### M1 wires

Scale bar: 20 um. Cells faint in the background.
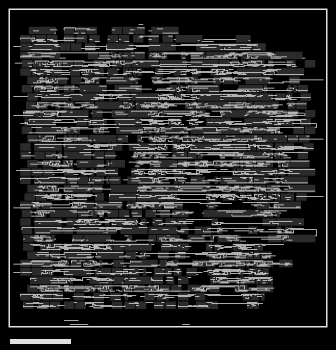
### M2 wires

Cells faint in the background.
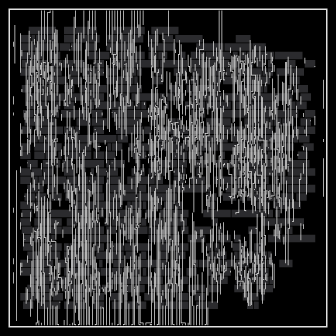
`src/rtl/regfile_write_arbiter_if.sv`:
```
// Writeback request bus, decode reservation/query port and register-file write port
// of the register-file write arbiter.
interface regfile_write_arbiter_if #(
  parameter int NUM_REQ    = 3,
  parameter int ADDR_WIDTH = 5,
  parameter int DATA_WIDTH = 32
);
  logic [NUM_REQ-1:0]            req_valid_i;
  logic [NUM_REQ*ADDR_WIDTH-1:0] req_addr_i;
  logic [NUM_REQ*DATA_WIDTH-1:0] req_data_i;
  logic [NUM_REQ-1:0]            req_ready_o;
  logic                          reserve_valid_i;
  logic [ADDR_WIDTH-1:0]         reserve_addr_i;
  logic [ADDR_WIDTH-1:0]         query_addr1_i;
  logic [ADDR_WIDTH-1:0]         query_addr2_i;
  logic                          pending1_o;
  logic                          pending2_o;
  logic                          RegWrite_o;
  logic [ADDR_WIDTH-1:0]         WriteAddr_o;
  logic [DATA_WIDTH-1:0]         WriteData_o;

  modport master (
    output req_valid_i, req_addr_i, req_data_i,
    output reserve_valid_i, reserve_addr_i, query_addr1_i, query_addr2_i,
    input  req_ready_o, pending1_o, pending2_o,
    input  RegWrite_o, WriteAddr_o, WriteData_o
  );

  modport slave (
    input  req_valid_i, req_addr_i, req_data_i,
    input  reserve_valid_i, reserve_addr_i, query_addr1_i, query_addr2_i,
    output req_ready_o, pending1_o, pending2_o,
    output RegWrite_o, WriteAddr_o, WriteData_o
  );
endinterface

```
`src/rtl/regfile_write_arbiter.sv`:
```
// Round-robin arbiter sharing the register file's single write port among NUM_REQ
// writeback sources, with a per-register pending scoreboard for RAW hazard detection.
module regfile_write_arbiter #(
  parameter int NUM_REQ    = 3,
  parameter int ADDR_WIDTH = 5,
  parameter int DATA_WIDTH = 32
) (
  input logic                  clk,
  input logic                  rst,
  regfile_write_arbiter_if.slave bus
);
  localparam int PTR_W    = (NUM_REQ > 1) ? $clog2(NUM_REQ) : 1;
  localparam int NUM_REGS = 1 << ADDR_WIDTH;

  logic [PTR_W-1:0]      ptr_r;
  logic [PTR_W-1:0]      ptr_next_s;
  logic [PTR_W-1:0]      idx_s;
  logic [PTR_W-1:0]      grant_idx_s;
  logic [NUM_REQ-1:0]    grant_s;
  logic                  accept_s;
  logic [ADDR_WIDTH-1:0] acc_addr_s;
  logic [DATA_WIDTH-1:0] acc_data_s;
  logic [NUM_REGS-1:0]   pending_r;
  logic [NUM_REGS-1:0]   pending_next_s;
  logic                  reg_write_r;
  logic [ADDR_WIDTH-1:0] write_addr_r;
  logic [DATA_WIDTH-1:0] write_data_r;

  // Pick the first valid requester at or after the pointer, wrapping around
  always_comb begin
    grant_s     = '0;
    grant_idx_s = '0;
    accept_s    = 1'b0;
    idx_s       = '0;
    for (int i = 0; i < NUM_REQ; i++) begin
      idx_s = PTR_W'((int'(ptr_r) + i) % NUM_REQ);
      if (!accept_s && bus.req_valid_i[idx_s]) begin
        accept_s           = 1'b1;
        grant_idx_s        = idx_s;
        grant_s[idx_s]     = 1'b1;
      end else begin
        grant_idx_s = grant_idx_s;
      end
    end
  end

  // Select the granted requester's address and data (grant is one-hot)
  always_comb begin
    acc_addr_s = '0;
    acc_data_s = '0;
    for (int k = 0; k < NUM_REQ; k++) begin
      acc_addr_s = acc_addr_s | ({ADDR_WIDTH{grant_s[k]}} & bus.req_addr_i[k*ADDR_WIDTH +: ADDR_WIDTH]);
      acc_data_s = acc_data_s | ({DATA_WIDTH{grant_s[k]}} & bus.req_data_i[k*DATA_WIDTH +: DATA_WIDTH]);
    end
  end

  // Next pointer wraps after the last requester
  always_comb begin
    if (grant_idx_s == PTR_W'(NUM_REQ - 1)) begin
      ptr_next_s = '0;
    end else begin
      ptr_next_s = grant_idx_s + PTR_W'(1);
    end
  end

  // Scoreboard update: clear on accept, then set on reserve so a same-edge reservation wins
  always_comb begin
    pending_next_s = pending_r;
    if (accept_s) begin
      pending_next_s[acc_addr_s] = 1'b0;
    end else begin
      pending_next_s = pending_next_s;
    end
    if (bus.reserve_valid_i) begin
      pending_next_s[bus.reserve_addr_i] = 1'b1;
    end else begin
      pending_next_s = pending_next_s;
    end
    pending_next_s[0] = 1'b0;
  end

  // Pointer, registered write port and scoreboard state
  always_ff @(posedge clk or posedge rst) begin
    if (rst) begin
      ptr_r        <= '0;
      reg_write_r  <= 1'b0;
      write_addr_r <= '0;
      write_data_r <= '0;
      pending_r    <= '0;
    end else begin
      pending_r <= pending_next_s;
      if (accept_s) begin
        ptr_r        <= ptr_next_s;
        reg_write_r  <= (acc_addr_s != '0);
        write_addr_r <= acc_addr_s;
        write_data_r <= acc_data_s;
      end else begin
        reg_write_r  <= 1'b0;
      end
    end
  end

  assign bus.req_ready_o = rst ? '0 : grant_s;
  assign bus.pending1_o  = pending_r[bus.query_addr1_i];
  assign bus.pending2_o  = pending_r[bus.query_addr2_i];
  assign bus.RegWrite_o  = reg_write_r;
  assign bus.WriteAddr_o = write_addr_r;
  assign bus.WriteData_o = write_data_r;

endmodule
```
`src/flat_wrapper.sv`:
```
// flat-port wrapper written by rule: the top's interface ports become plain ports
module regfile_write_arbiter_flat 
#(
  parameter int NUM_REQ    = 3,
  parameter int ADDR_WIDTH = 5,
  parameter int DATA_WIDTH = 32
)
  (clk, rst, bus_req_valid_i, bus_req_addr_i, bus_req_data_i, bus_reserve_valid_i, bus_reserve_addr_i, bus_query_addr1_i, bus_query_addr2_i, bus_req_ready_o, bus_pending1_o, bus_pending2_o, bus_RegWrite_o, bus_WriteAddr_o, bus_WriteData_o);
  regfile_write_arbiter_if #(.NUM_REQ(NUM_REQ), .ADDR_WIDTH(ADDR_WIDTH), .DATA_WIDTH(DATA_WIDTH)) bus_i ();
  input logic clk;
  input logic rst;
  input wire logic [$bits(bus_i.req_valid_i)-1:0] bus_req_valid_i;
  input wire logic [$bits(bus_i.req_addr_i)-1:0] bus_req_addr_i;
  input wire logic [$bits(bus_i.req_data_i)-1:0] bus_req_data_i;
  input wire logic [$bits(bus_i.reserve_valid_i)-1:0] bus_reserve_valid_i;
  input wire logic [$bits(bus_i.reserve_addr_i)-1:0] bus_reserve_addr_i;
  input wire logic [$bits(bus_i.query_addr1_i)-1:0] bus_query_addr1_i;
  input wire logic [$bits(bus_i.query_addr2_i)-1:0] bus_query_addr2_i;
  output wire logic [$bits(bus_i.req_ready_o)-1:0] bus_req_ready_o;
  output wire logic [$bits(bus_i.pending1_o)-1:0] bus_pending1_o;
  output wire logic [$bits(bus_i.pending2_o)-1:0] bus_pending2_o;
  output wire logic [$bits(bus_i.RegWrite_o)-1:0] bus_RegWrite_o;
  output wire logic [$bits(bus_i.WriteAddr_o)-1:0] bus_WriteAddr_o;
  output wire logic [$bits(bus_i.WriteData_o)-1:0] bus_WriteData_o;
  assign bus_i.req_valid_i = bus_req_valid_i;
  assign bus_i.req_addr_i = bus_req_addr_i;
  assign bus_i.req_data_i = bus_req_data_i;
  assign bus_i.reserve_valid_i = bus_reserve_valid_i;
  assign bus_i.reserve_addr_i = bus_reserve_addr_i;
  assign bus_i.query_addr1_i = bus_query_addr1_i;
  assign bus_i.query_addr2_i = bus_query_addr2_i;
  assign bus_req_ready_o = bus_i.req_ready_o;
  assign bus_pending1_o = bus_i.pending1_o;
  assign bus_pending2_o = bus_i.pending2_o;
  assign bus_RegWrite_o = bus_i.RegWrite_o;
  assign bus_WriteAddr_o = bus_i.WriteAddr_o;
  assign bus_WriteData_o = bus_i.WriteData_o;
  regfile_write_arbiter #(.NUM_REQ(NUM_REQ), .ADDR_WIDTH(ADDR_WIDTH), .DATA_WIDTH(DATA_WIDTH)) u_core (.clk(clk), .rst(rst), .bus(bus_i));
endmodule
```
`config.mk`:
```
export PLATFORM = sky130hd
export DESIGN_NAME = regfile_write_arbiter_flat
export DESIGN_NICKNAME = d
export VERILOG_FILES = /design/src/rtl/regfile_write_arbiter_if.sv /design/src/rtl/regfile_write_arbiter.sv /design/src/flat_wrapper.sv
export SDC_FILE = /design/constraint.sdc
export NUM_CORES = 1
export LEC_CHECK = 0
export CAP_MARGIN = 10
export CORE_MARGIN = 3
export CORE_UTILIZATION = 48
export CTS_BUF_LIST = sky130_fd_sc_hd__clkbuf_4 sky130_fd_sc_hd__clkbuf_8 sky130_fd_sc_hd__clkbuf_16
export CTS_CLUSTER_DIAMETER = 120
export DETAILED_ROUTE_END_ITERATION = 12
export PLACE_DENSITY = 0.86
export SKIP_CTS_REPAIR_TIMING = 1
export SYNTH_ARGS = -nofsm -noshare
export SYNTH_HDL_FRONTEND = slang
export SYNTH_SLANG_ARGS = --single-unit
```
`constraint.sdc`:
```
create_clock -name clk -period 7.4 [get_ports clk]
set_clock_uncertainty 0.1 [all_clocks]
set_input_delay 1.11 -clock clk [delete_from_list [all_inputs] [get_ports clk]]
set_output_delay 1.11 -clock clk [all_outputs]
set_load 0.01 [all_outputs]
```
==> reports/results.txt <==
Status = finished, final reports clean
Synthesized flop and latch total = 71
Log Warnings = 29
Final Net Count = 749
Row count = 34
Post-Synth XOR/XNOR Area = 0%
Layout area overhead = 41.8%
Max VDD drop = 0.247 mV
CTS tree = built
Critical Path Stages = 7
Syn avg cell area = 9.76 um^2
Max Freq = 186 MHz
Sw Pwr = 1.41 mW
Clk sink count = 71
Placed wire-length estimate = 11.4 mm
Vias per cell = 6.48
Hold_ws = 433 ps
Heaviest power group = combinational cells
Post-route ant nets = 0
Min-delay worst type = reg2reg
Top Layout Cells = 174 x clkdlybuf4s50_1, 71 x dfrtp_1, 42 x o21ai_0
Max Cap Violations = 0
P_comb = 1.93 mW
Synth Warn # = 0
Share of cells above drive strength 1 = 10.0%
Met3 Wirelength = 1.87 mm
DP Area = 0.00625 mm^2
Seq share, synth = 39.2%
Worst relative slew slack = 19.7%
Worst EP arrival = 4160 ps
First-pass GRT wire length = 24.9 mm
Worst Setup EP = bus_req_ready_o[1]
Cell family with most CP delay = buffers and inverters
-- 'M1 wires' (at the start) --
- main direction: horizontal
- longest straight run: 32.2 um
- wire length on this layer: 5860 um
- share of all routed wire: 37%
- nets with wire on the layer: 644
GR Util met1: 37.5%
via count: 4706

-- 'M2 wires' (at the start) --
- main direction: vertical
- wire length on this layer: 7710 um
- longest straight run: 49.1 um
WL final: 16.0 mm
routing usage on met2: 49.3%

==> worst reg2reg max path, stage by stage, from the launching register on <==
cell and delay (ps):
dfrtp_1 390, inv_1 90, ha_1 540, inv_2 150, o32ai_1 340, a311oi_2 130
nor2_4 910, a221o_1 740, nor3_2 180, o211ai_1 200
==> metal layers <==
metal / GRT usage (%) / vias up
met5: 0 / -
met3: 11.2 / 39
met2: 49.3 / 294
met1: 37.5 / 2263
li1: - / 2110
met4: 12.2 / 0
==> final cells by class <==
class | count | area share (%)
timing repair buffer | 178 | 27.5
tap | 108 | 2.10
sequential | 71 | 27.6
multi-input combinational | 339 | 39.0
inverter | 14 | 0.816
clock inverter | 6 | 0.816
clock buffer | 10 | 2.14
Power is estimated from default activity; no workload was simulated.
